### Wire density map, run 1

Bar = 50 um. 39 x 39 tiles, from black (low) to pale yellow (high), scaled to the fullest tile. Values are wire area over tile area, all layers added.
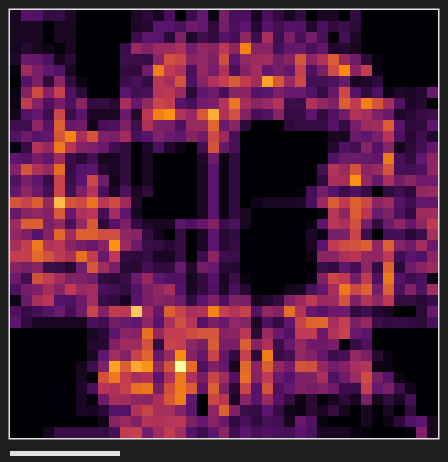
### Congestion heat map, run 1

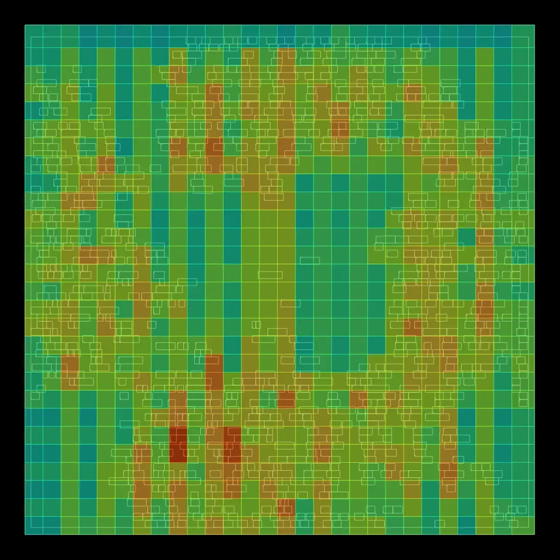
### Signal wires on met2, run 1

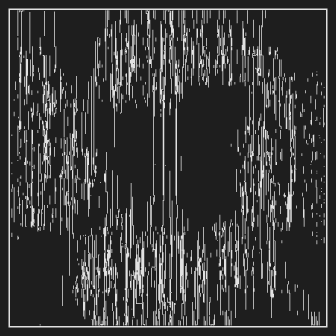
### config.mk
export PLATFORM = sky130hd
export DESIGN_NAME = exmem_stage
export DESIGN_NICKNAME = d
export VERILOG_FILES = /design/src/rtl/exmem_stage_pkg.sv /design/src/rtl/exmem_stage_pipe_slot.sv /design/src/rtl/exmem_stage.sv
export SDC_FILE = /design/constraint.sdc
export NUM_CORES = 1
export LEC_CHECK = 0
export CORE_MARGIN = 2
export CORE_UTILIZATION = 25
export CTS_BUF_LIST = sky130_fd_sc_hd__clkbuf_4 sky130_fd_sc_hd__clkbuf_8 sky130_fd_sc_hd__clkbuf_16
export CTS_CLUSTER_DIAMETER = 60
export DETAILED_ROUTE_END_ITERATION = 12
export GPL_ROUTABILITY_DRIVEN = 1
export HOLD_SLACK_MARGIN = 0.08
export PLACE_DENSITY = 0.5
export SYNTH_ARGS = -nofsm -noshare
export SYNTH_HDL_FRONTEND = slang
export SYNTH_HIERARCHICAL = 1
export SYNTH_SLANG_ARGS = --single-unit
### constraint.sdc
create_clock -name clk -period 1.8 [get_ports clk]
set_input_delay 0.36 -clock clk [delete_from_list [all_inputs] [get_ports clk]]
set_output_delay 0.36 -clock clk [all_outputs]
set_load 0.02 [all_outputs]
### src/rtl/exmem_stage_pkg.sv
// Shared EX/MEM pipeline definitions: default widths and the packed payload type.
package exmem_stage_pkg;

    localparam int EXMEM_DATA_W = 32;
    localparam int EXMEM_REG_W  = 5;

    // EX/MEM payload at the default widths; field order is the wire order.
    typedef struct packed {
        logic                    regwrite;
        logic                    memtoreg;
        logic                    memwrite;
        logic [EXMEM_DATA_W-1:0] busb;
        logic [EXMEM_DATA_W-1:0] alu;
        logic [EXMEM_REG_W-1:0]  rw;
    } exmem_t;

    localparam int EXMEM_W = $bits(exmem_t);

endpackage

### src/rtl/exmem_stage_pipe_slot.sv
// One pipeline slot: a valid flag plus a payload register.
// clr wins over load; clearing drops the valid flag but keeps the stale payload.
module pipe_slot #(
    parameter int W = 8
) (
    input  logic         clk,
    input  logic         rst,
    input  logic         load,
    input  logic         clr,
    input  logic [W-1:0] d,
    output logic         valid,
    output logic [W-1:0] q
);

    // Slot state: reset zeroes everything, clear kills valid, load captures d.
    always_ff @(posedge clk) begin
        if (rst) begin
            valid <= 1'b0;
            q     <= '0;
        end else if (clr) begin
            valid <= 1'b0;
        end else if (load) begin
            valid <= 1'b1;
            q     <= d;
        end
    end

endmodule

### src/rtl/exmem_stage.sv
// EX/MEM pipeline register with valid/ready handshake, optional skid buffer,
// flush, and a forwarding tap for the EX hazard unit.
module exmem_stage
    import exmem_stage_pkg::*;
#(
    parameter int DATA_W = EXMEM_DATA_W,
    parameter int REG_W  = EXMEM_REG_W,
    parameter int SKID   = 1
) (
    input  logic              clk,
    input  logic              rst,
    input  logic              in_valid,
    output logic              in_ready,
    input  logic              in_regwrite,
    input  logic              in_memtoreg,
    input  logic              in_memwrite,
    input  logic [DATA_W-1:0] in_busb,
    input  logic [DATA_W-1:0] in_alu,
    input  logic [REG_W-1:0]  in_rw,
    input  logic              flush,
    output logic              out_valid,
    input  logic              out_ready,
    output logic              out_regwrite,
    output logic              out_memtoreg,
    output logic              out_memwrite,
    output logic [DATA_W-1:0] out_busb,
    output logic [DATA_W-1:0] out_alu,
    output logic [REG_W-1:0]  out_rw,
    output logic              fwd_valid,
    output logic [REG_W-1:0]  fwd_rw,
    output logic [DATA_W-1:0] fwd_data
);

    typedef struct packed {
        logic              regwrite;
        logic              memtoreg;
        logic              memwrite;
        logic [DATA_W-1:0] busb;
        logic [DATA_W-1:0] alu;
        logic [REG_W-1:0]  rw;
    } payload_t;

    localparam int PW = $bits(payload_t);

    payload_t inPay;
    payload_t mainD;
    payload_t mainQ;
    logic     mainV;
    logic     mainLoad;
    logic     mainClr;
    logic     accept;
    logic     consume;

    assign inPay   = '{in_regwrite, in_memtoreg, in_memwrite, in_busb, in_alu, in_rw};
    assign accept  = in_valid & in_ready;
    assign consume = mainV & out_ready;

    pipe_slot #(.W(PW)) mainSlot (
        .clk   (clk),
        .rst   (rst),
        .load  (mainLoad),
        .clr   (mainClr),
        .d     (mainD),
        .valid (mainV),
        .q     (mainQ)
    );

    generate
        if (SKID != 0) begin : gSkid
            payload_t skidQ;
            logic     skidV;
            logic     skidLoad;
            logic     skidClr;

            pipe_slot #(.W(PW)) skidSlot (
                .clk   (clk),
                .rst   (rst),
                .load  (skidLoad),
                .clr   (skidClr),
                .d     (inPay),
                .valid (skidV),
                .q     (skidQ)
            );

            // Ready depends only on the skid flop, so out_ready never reaches in_ready.
            assign in_ready = ~skidV;

            // Main refills from skid first (oldest), else from EX; overflow parks in skid.
            always_comb begin
                mainD    = skidV ? skidQ : inPay;
                mainLoad = ~flush & ((consume & (skidV | accept)) | (~mainV & accept));
                mainClr  = flush | (consume & ~skidV & ~accept);
                skidLoad = ~flush & accept & mainV & ~consume;
                skidClr  = flush | (consume & skidV);
            end
        end else begin : gNoSkid
            // Single register: free this cycle if empty or being drained.
            assign in_ready = out_ready | ~mainV;

            // Load on every accept; drop valid when drained with nothing behind it.
            always_comb begin
                mainD    = inPay;
                mainLoad = ~flush & accept;
                mainClr  = flush | (consume & ~accept);
            end
        end
    endgenerate

    // Write enables are gated by valid so bubbles can never write.
    assign out_valid    = mainV;
    assign out_regwrite = mainQ.regwrite & mainV;
    assign out_memtoreg = mainQ.memtoreg;
    assign out_memwrite = mainQ.memwrite & mainV;
    assign out_busb     = mainQ.busb;
    assign out_alu      = mainQ.alu;
    assign out_rw       = mainQ.rw;

    // r0 is hardwired zero, so it is never a forwarding source.
    assign fwd_valid = mainV & mainQ.regwrite & (mainQ.rw != '0);
    assign fwd_rw    = mainQ.rw;
    assign fwd_data  = mainQ.alu;

endmodule

==> out/results.tsv, run 1 <==
stage	metric	value	unit
final_timing	setup_viol	1	
final_timing	finalHoldViolCount	0	
grt	grt-ovfl-total	0	
final_timing	setup_ws	-172.2	ps
cts	clock_sinks	146	
cts	htreeDepth	4	
cts	cts_tree	done	
synth	syn-cell-area	9117	um^2
hold_path	hold_start	rst	
synth	netlist_instances	794	
power_and_ir_drop	ir_drop	0.6326	mV
drt	vias_per_cell	4.508	
hold_path	hold_path_class	in -> reg	
hold_path	hold_end	mainSlot/q[45]	
setup_path	critical_path.cell_chain	or4_4 > o21a_1 > buf_6	
synth	post-synth-top-count-cell	dfxtp_1	
drt	drc	0	
cts	cts.path.max_buffers	2	
power_and_ir_drop	p_sw	0.002093	W
drt	ant_nets	0	
synth	edf_count	0	
run	openroad.warnings	28	
finish	nNetsFinal	988	
synth	ys_types	27	
final_timing	finalHoldWorstSlack	364.6	ps
grt	grt_pass1_vias	6399	
final_timing	slew-limit-headroom	68.47	%
final_timing	final.setup.tns	-172.2	ps
place	place.gp.congestion	0.6489	
status	status	finished with violations	
power_and_ir_drop	internal-power	0.006132	W
grt	grt_pass1_wl	37350	um
setup_path	rr_endpoint	mainSlot/q[36]	
finish	diodes	0	
setup_path	worst-r2r-cell-count	5	
finish	area_growth	28.72	%
status	failed_checks	negative setup slack	
floorplanning	row_count	69	
setup_path	timing.rr.start	gSkid.skidSlot/valid	
drt	drt_iter0_markers	246	
floorplanning	pin_count	189	
finish	layout-drive-gt1-share	38.20	%
synth	synth_top_area_share	32.06	%
synth	synth.avg_cell_area	11.48	um^2
power_and_ir_drop	sequentialPowerShare	40.7	%
final_timing	min_period	1972	ps
synth	syn_nets	871	
## Picture notes: 'Wire density map'
emptiest ninth of the die: middle
fullest tile: 0.41
nearly empty tiles: 21%
tiles over half the peak: 12%
drt wl/cell: 16.89 um
routed wire length: 23390 um
Vias: 6244

## Picture notes: 'Congestion heat map'
Core Util, Final: 32.84%
gr usage total: 12.53%
met1 Track Usage GR: 16.11%
met3 usage in global routing: 3.316%

## Picture notes: 'Signal wires on met2'
nets with wire on the layer: 848
longest straight run: 69.5 um
M2 GR Usage: 20.48%

-- run 1: critical path, delay by kind of cell (launching register included) --
family,cells,cell delay (ps)
simple gates,1,520
flops,1,320
compound gates,1,210
buf+inv,1,130
-- run 1: layer usage --
layer	track usage, %	part of all wire (%)
met1	16.11	46
met2	20.48	48
met3	3.316	4.2
met4	3.902	1.3
met5	0	0
-- run 1: final cells by class --
| cell class | count | area (um^2) | share of cell area (%) |
|---|---|---|---|
| clock buffers | 21 | 479.2 | 4.083 |
| clock inverters | 11 | 127.6 | 1.087 |
| inverters | 2 | 7.507 | 0.06397 |
| multi-input cells | 521 | 5336 | 45.47 |
| flip-flops and latches | 146 | 2930 | 24.97 |
| well taps | 461 | 576.8 | 4.915 |
| repair buffers | 223 | 2278 | 19.41 |
-- run 1: through the flow --
step,worst slack [ps],utilization (%),area [um^2],power [W]
global route,-223.8,32.84,11740,0.008583
detailed placement,-243.0,31.40,11220,0.004638
global placement,-235.7,31.40,11220,0.004642
CTS,-200.7,32.74,11700,0.008399
floorplan,187.5,-,9117,0.004155
finish,-172.2,32.84,11740,0.008225
-- run 1: cell families (layout without fill, tap and decap cells) --
logic type	count (synthesis)	after routing	share of synthesized area, %
buffers and inverters	127	257	9.894
DFF	146	146	32.06
muxes	72	72	8.893
and+or+nand+nor	301	301	36.70
AOI/OAI and AO/OA	148	148	12.46
-- run 1: timing repair --
item | CTS | global route
setup endpoints to repair | 102 | 10
pin swaps | 1 | 1
gates resized | 105 | 14
-- run 1: power groups by stage --
stage	Clock [W]	Combinational (W)	Sequential, W
global route	0.00400	0.00122	0.00336
finish	0.00373	0.00114	0.00335
CTS	0.00388	0.00116	0.00335
global placement	0	0.00121	0.00343
detailed placement	0	0.00121	0.00343
floorplan	0	0.000667	0.00349
### M1 wires, run 1

Bar = 50 um.
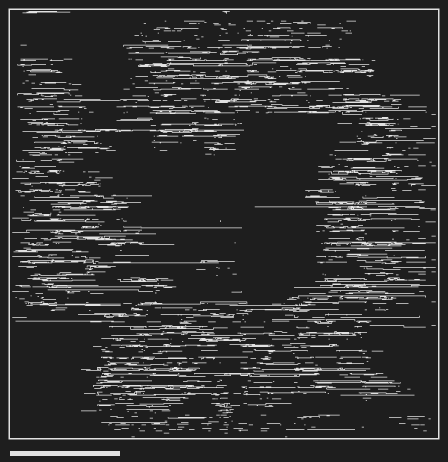

--- run 2 (diff from run 1) ---
--- a/config.mk
+++ b/config.mk
@@ -12,7 +12,7 @@
 export DETAILED_ROUTE_END_ITERATION = 12
 export GPL_ROUTABILITY_DRIVEN = 1
 export HOLD_SLACK_MARGIN = 0.08
-export PLACE_DENSITY = 0.5
+export PLACE_DENSITY = 0.51
 export SYNTH_ARGS = -nofsm -noshare
 export SYNTH_HDL_FRONTEND = slang
 export SYNTH_HIERARCHICAL = 1
==> constraint.sdc (replaced) <==
create_clock -name clk -period 1.65 [get_ports clk]
set_input_delay 0.33 -clock clk [delete_from_list [all_inputs] [get_ports clk]]
set_output_delay 0.33 -clock clk [all_outputs]
set_load 0.02 [all_outputs]
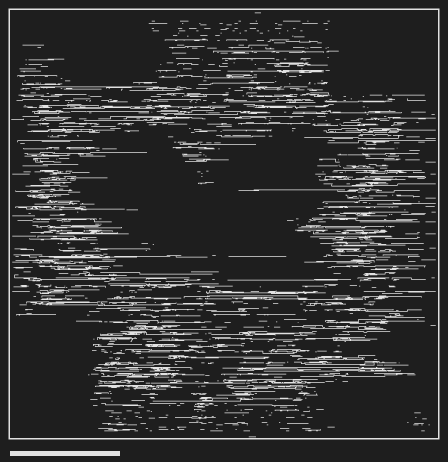
*M1 wires, run 2*
Bar = 50 um.
longest straight run: 54.3 um
wire length on this layer: 11800 um
met1 Track Usage GR: 16.98%
routed wire length: 26160 um

==> run 2 against run 1 <==
The run still ends with negative setup slack left. Final cell count increased by 3.8%. Sequential share of layout area decreased by 2.0 points. Flip-flop count is the same. Via count up 3.4%. First-iteration DRC count is 24% higher. Clock skew hardly changed. Register-to-register slack got worse by 200 ps. Global-route usage rose by 1.3 points. Worst hold slack improved by 15 ps. Critical endpoint unchanged. Largest cell class unchanged.
==> out/results.tsv, run 2 <==
stage	metric	value	unit
final_timing	final.setup.tns	-3589	ps
final_timing	min_period	1923	ps
cts	cts_tree	done	
drt	vias_per_cell	4.493	
status	failed_checks	negative setup slack	
finish	diodes	0	
cts	clock_sinks	146	
cts	htreeDepth	4	
synth	syn_nets	871	
synth	synth-main-ff-cell	dfxtp_1	
status	status	finished with violations	
grt	use_met2	23.84	%
synth	synth.avg_cell_area	11.48	um^2
cts	cts.path.max_buffers	2	
drt	avgRoutedWirePerCell	18.20	um
setup_path	crit_family	simple AND/OR/NAND/NOR gates	
power_and_ir_drop	powerDensity	759.6	nW/um^2
place	placed_area	11380	um^2
finish	layout-drive-gt1-share	43.75	%
finish	area_growth	40.10	%
setup_path	critPathBufInv	1	
power_and_ir_drop	total_power	0.009703	W
final_timing	finalHoldViolCount	0	
synth	synth_top_area_share	32.06	%
finish	lay_top_count	dfxtp_1	
place	dp_slack	-437.9	ps
finish	fin_util	35.74	%
final_timing	slew-limit-headroom	78.33	%
drt	ant_nets	0	
final_timing	worst_slew_pin_slew	325.0	ps
run	openroad.warnings	28	
synth	ys_types	27	
floorplanning	row_count	69	
drt	dr_wl_met2	12990	um
final_timing	rsz0062_at_grt	true	
synth	post-synth-top-count-cell	dfxtp_1	
setup_path	critical_path.cell_chain	or4_4 > o21a_1 > buf_6	
drt	top_layer	met4	
cts	clk_pin_slew	60	ps
hold_path	hold_path_class	in -> reg	
synth	syn-cell-area	9117	um^2
drt	wl_met3	1102	um
synth	postSynthSeqShare	32.06	%
drt	drt_iter0_markers	305	
final_timing	setup_viol	61	
finish	nFillCells	3593	
grt	grt-ovfl-total	0	
synth	ys_warn_count	6	
place	place.gp.congestion	0.6978	
drt	vias	6456	
grt	grt_pass1_vias	6755	
grt	busiest_layer	met2	
finish	nNetsFinal	1040	
grt	grt_pass1_wl	40450	um
drt	wl_met1	11790	um
grt	grt_use_met3	3.558	%
finish	seq_area	2932	um^2
synth	edf_count	0	
floorplanning	pin_count	189	
power_and_ir_drop	ir_drop	0.6941	mV
grt	grt.total_usage	13.79	%
synth	netlist_instances	794	
finish	fin_area	12770	um^2
final_timing	setup_ws	-272.7	ps
final_timing	finalHoldWorstSlack	379.6	ps
finish	comb_area	5454	um^2
drt	drc	0	
-- run 2: cell count changes in the layout (fill, tap and decap cells not counted), sizes merged --
cell           previous run  this run
clkinv                    2         3
clkbuf                   21        29
inv                       3         2
buf                      38        86
dlymetal6s2s              8         3
dlygate4sd2              99       105
clkinvlp                  6         1
bufinv                    2         5
clkdlybuf4s50            77        74
-- run 2: power by group --
group          internal, W  switching [W]  leakage, nW
combinational     0.000873       0.000619         3.69
sequential         0.00359      0.0000649         1.18
clock              0.00293        0.00163        0.335
total              0.00739        0.00232         5.21
-- run 2: area by class of cell --
class / count / area share, %
Inverter: 2 / 0.05877
Sequential cell: 146 / 22.95
Timing Repair Buffer: 275 / 24.46
Clock inverter: 9 / 1.352
Multi-Input combinational cell: 521 / 42.70
Clock buffer: 23 / 3.967
Tap cell: 461 / 4.516
-- run 2: worst paths after layout --
kind / end / cells past startpoint / from / slack (ps)
setup / recovery: fwd_valid / 3 / mainSlot/q[0] / -270
hold / removal: mainSlot/valid / 3 / rst / 380
setup reg to reg: mainSlot/q[14] / 7 / mainSlot/valid / -100
hold reg to reg: gSkid.skidSlot/q[4] / 2 / gSkid.skidSlot/q[4] / 460
-- run 2: logic make-up (layout without fill, tap and decap cells) --
family | after synthesis | in the layout | synth area share, %
AND-OR/OR-AND | 148 | 148 | 12.46
flip-flops | 146 | 146 | 32.06
multiplexers | 72 | 72 | 8.893
buffers and inverters | 127 | 309 | 9.894
AND/OR/NAND/NOR | 301 | 301 | 36.70
-- run 2: what timing repair did --
| item | 4_1_cts | 5_1_grt |
|---|---|---|
| resized | 161 | 29 |
| pin swaps | 25 | 26 |
| endpoints found under the setup margin | 197 | 95 |
| cloned | 10 | 6 |
| buffers inserted | 11 | 11 |
### Signal wires on met2, run 2

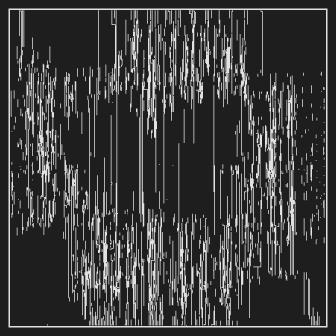

--- run 3 (diff from run 2) ---
--- a/config.mk
+++ b/config.mk
@@ -10,9 +10,10 @@
 export CTS_BUF_LIST = sky130_fd_sc_hd__clkbuf_4 sky130_fd_sc_hd__clkbuf_8 sky130_fd_sc_hd__clkbuf_16
 export CTS_CLUSTER_DIAMETER = 60
 export DETAILED_ROUTE_END_ITERATION = 12
+export DONT_BUFFER_PORTS = 1
 export GPL_ROUTABILITY_DRIVEN = 1
-export HOLD_SLACK_MARGIN = 0.08
-export PLACE_DENSITY = 0.51
+export HOLD_SLACK_MARGIN = 0.02
+export PLACE_DENSITY = 0.43
 export SYNTH_ARGS = -nofsm -noshare
 export SYNTH_HDL_FRONTEND = slang
 export SYNTH_HIERARCHICAL = 1
==> constraint.sdc (replaced) <==
create_clock -name clk -period 1.99 [get_ports clk]
set_input_delay 0.398 -clock clk [delete_from_list [all_inputs] [get_ports clk]]
set_output_delay 0.398 -clock clk [all_outputs]
set_load 0.02 [all_outputs]
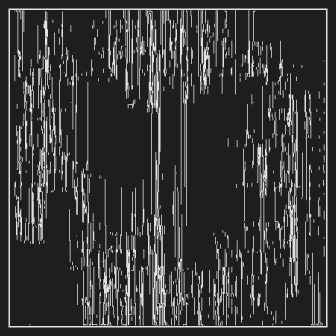
*Signal wires on met2, run 3*
nets with wire on the layer: 626
main direction: vertical
routed wire length: 23130 um
Vias: 5509
M2 GR Usage: 20.75%

==> run 3 against run 2 <==
The run now ends clean. Register-to-register slack better by 360 ps. Synthesized area unchanged. Clock-buffer cell count down 2. Die size unchanged. Final area down 24%. Routed wire length down 12%. First-iteration DRC count down 19%. Total power down 30%. Utilization down 8.7 points. Setup slack better by 340 ps. Combinational power down 63%. Critical endpoint unchanged.
==> out/results.tsv, run 3 <==
stage	metric	value	unit
final_timing	setup_ws	65.98	ps
final_timing	slew-limit-headroom	64.20	%
synth	synth_top_area_share	32.06	%
final_timing	setup_viol	0	
synth	synth_flop_count	146	
setup_path	r2r_setup_slack	260	ps
grt	grt.total_usage	12.52	%
synth	ys_types	27	
synth	postSynthSeqShare	32.06	%
synth	edf_count	0	
cts	clock_latency	440	ps
finish	fin_util	27.05	%
drt	firstDrtPassIters	4	
drt	drt_iter0_markers	247	
cts	post_cts_buffers	0	
cts	cts_tree	done	
setup_path	critPathBufInv	0	
finish	nNetsFinal	788	
final_timing	final.setup.tns	0	ps
cts	cts.path.max_buffers	2	
synth	syn-cell-area	9117	um^2
place	dp_slack	219.8	ps
finish	seq_area	2927	um^2
grt	grt_pass1_wl	36310	um
setup_path	critical_path.cell_chain	or4_4 > o21a_4	
synth	syn_nets	871	
finish	layout-drive-gt1-share	46.26	%
place	io_buffers	0	
synth	synth-main-ff-cell	dfxtp_1	
setup_path	timing.rr.start	gSkid.skidSlot/valid	
synth	synth.avg_cell_area	11.48	um^2
final_timing	finalHoldViolCount	0	
grt	grt-ovfl-total	0	
hold_path	hold_end	gSkid.skidSlot/q[71]	
drt	drc	0	
floorplanning	row_count	69	
synth	yosys.area.top_type	dfxtp_1	
finish	comb_area	5345	um^2
floorplanning	pin_count	189	
drt	ant_nets	0	
drt	vias_per_cell	4.657	
cts	clk_pin_slew	70	ps
setup_path	crit_family	simple AND/OR/NAND/NOR gates	
finish	largestRegisters	gSkid.skidSlot/q (72), mainSlot/q (72)	
floorplanning	chipHeight	195.0	um
setup_path	slowest_delay	540	ps
setup_path	slowest_stage	or4_4	
setup_path	worst-r2r-cell-count	5	
finish	area_growth	6.038	%
cts	clock_sinks	146	
power_and_ir_drop	powerDensity	705.1	nW/um^2
final_timing	finalHoldWorstSlack	124.2	ps
place	placed_area	9105	um^2
synth	common_cells	146 x dfxtp_1, 144 x nand4bb_1, 100 x nand2b_4, 100 x o21ai_2, 72 x mux2_2	
place	place.gp.congestion	0.6486	
cts	htreeDepth	4	
finish	diodes	0	
floorplanning	coreArea	35740	um^2
final_timing	min_period	1924	ps
status	status	complete, no violations	
setup_path	worstPathArrival	1530	ps
power_and_ir_drop	total_power	0.006817	W
hold_path	hold_start	in_regwrite	
finish	fin_area	9668	um^2
synth	async_flop_share	0	%
power_and_ir_drop	ir_drop	0.5974	mV
synth	ys_warn_count	6	
grt	grt_pass1_vias	5839	
run	openroad.warnings	29	
final_timing	rsz0062_at_grt	false	
hold_path	hold_depth	2	
final_timing	worst_slew_pin_slew	536.3	ps
setup_path	rr_endpoint	mainSlot/q[18]	
finish	layout_top_cells	145 x dfxtp_1, 144 x nand4bb_1, 100 x nand2b_4, 100 x o21ai_2, 72 x mux2_2	
synth	netlist_instances	794	
setup_path	critical_path.startpoint_type	flop	
cts	numCtsBuffers	17	
finish	nFillCells	3769	
finish	lay_top_count	dfxtp_1	
hold_path	hold_path_class	in -> reg	
final_timing	skew	9.464	ps
drt	avgRoutedWirePerCell	19.56	um
synth	post-synth-top-count-cell	dfxtp_1	
[run 3: cell counts after synthesis]
Identical to the previous run, type by type.
[run 3: kinds of logic after synthesis]
logic type / synth area share [%]
muxes: 8.893
and+or+nand+nor: 36.70
DFF: 32.06
AOI/OAI and AO/OA: 12.46
buffers and inverters: 9.894
[run 3: routing by layer]
| layer | global-route usage, % | wire, um | vias up |
|---|---|---|---|
| met5 | 0 | 0 | - |
| met1 | 15.21 | 10340 | 2702 |
| met4 | 4.552 | 376 | 0 |
| li1 | - | - | 2681 |
| met2 | 20.75 | 11090 | 105 |
| met3 | 3.990 | 1330 | 21 |
[run 3: worst max path at each step]
stage / start / slack [ps] / to / depth (start not counted)
5_1_grt: mainSlot/q[2] / 9 / fwd_valid / 2
2_1_floorplan: gSkid.skidSlot/valid / 380 / mainSlot/q[18] / 7
3_3_place_gp: gSkid.skidSlot/valid / 230 / mainSlot/q[21] / 5
6_report: mainSlot/q[2] / 70 / fwd_valid / 2
4_1_cts: mainSlot/q[2] / -3 / fwd_valid / 2
3_5_place_dp: gSkid.skidSlot/valid / 220 / mainSlot/q[17] / 5
[run 3: power breakdown]
part	leakage (nW)	internal [W]	total [W]	switching, W
sequential	1.18	0.00298	0.00312	0.000147
clock	0.272	0.00180	0.00314	0.00135
combinational	1.91	0.000342	0.000550	0.000208
[run 3: area by class of cell]
cell class | instances | area share (%)
clock buffer | 21 | 4.840
clock inverter | 9 | 0.8671
inverter | 2 | 0.07765
multi-input combinational | 521 | 55.29
sequential | 146 | 30.27
tap | 461 | 5.966
timing repair buffer | 23 | 2.692
[run 3: what timing repair did]
item,4_1_cts,5_1_grt
resized,3,0
pin swaps,2,1
cloned,0,0
setup endpoints to repair,1,1
endpoints found under the hold margin,0,0
Power and IR drop assume default switching activity.
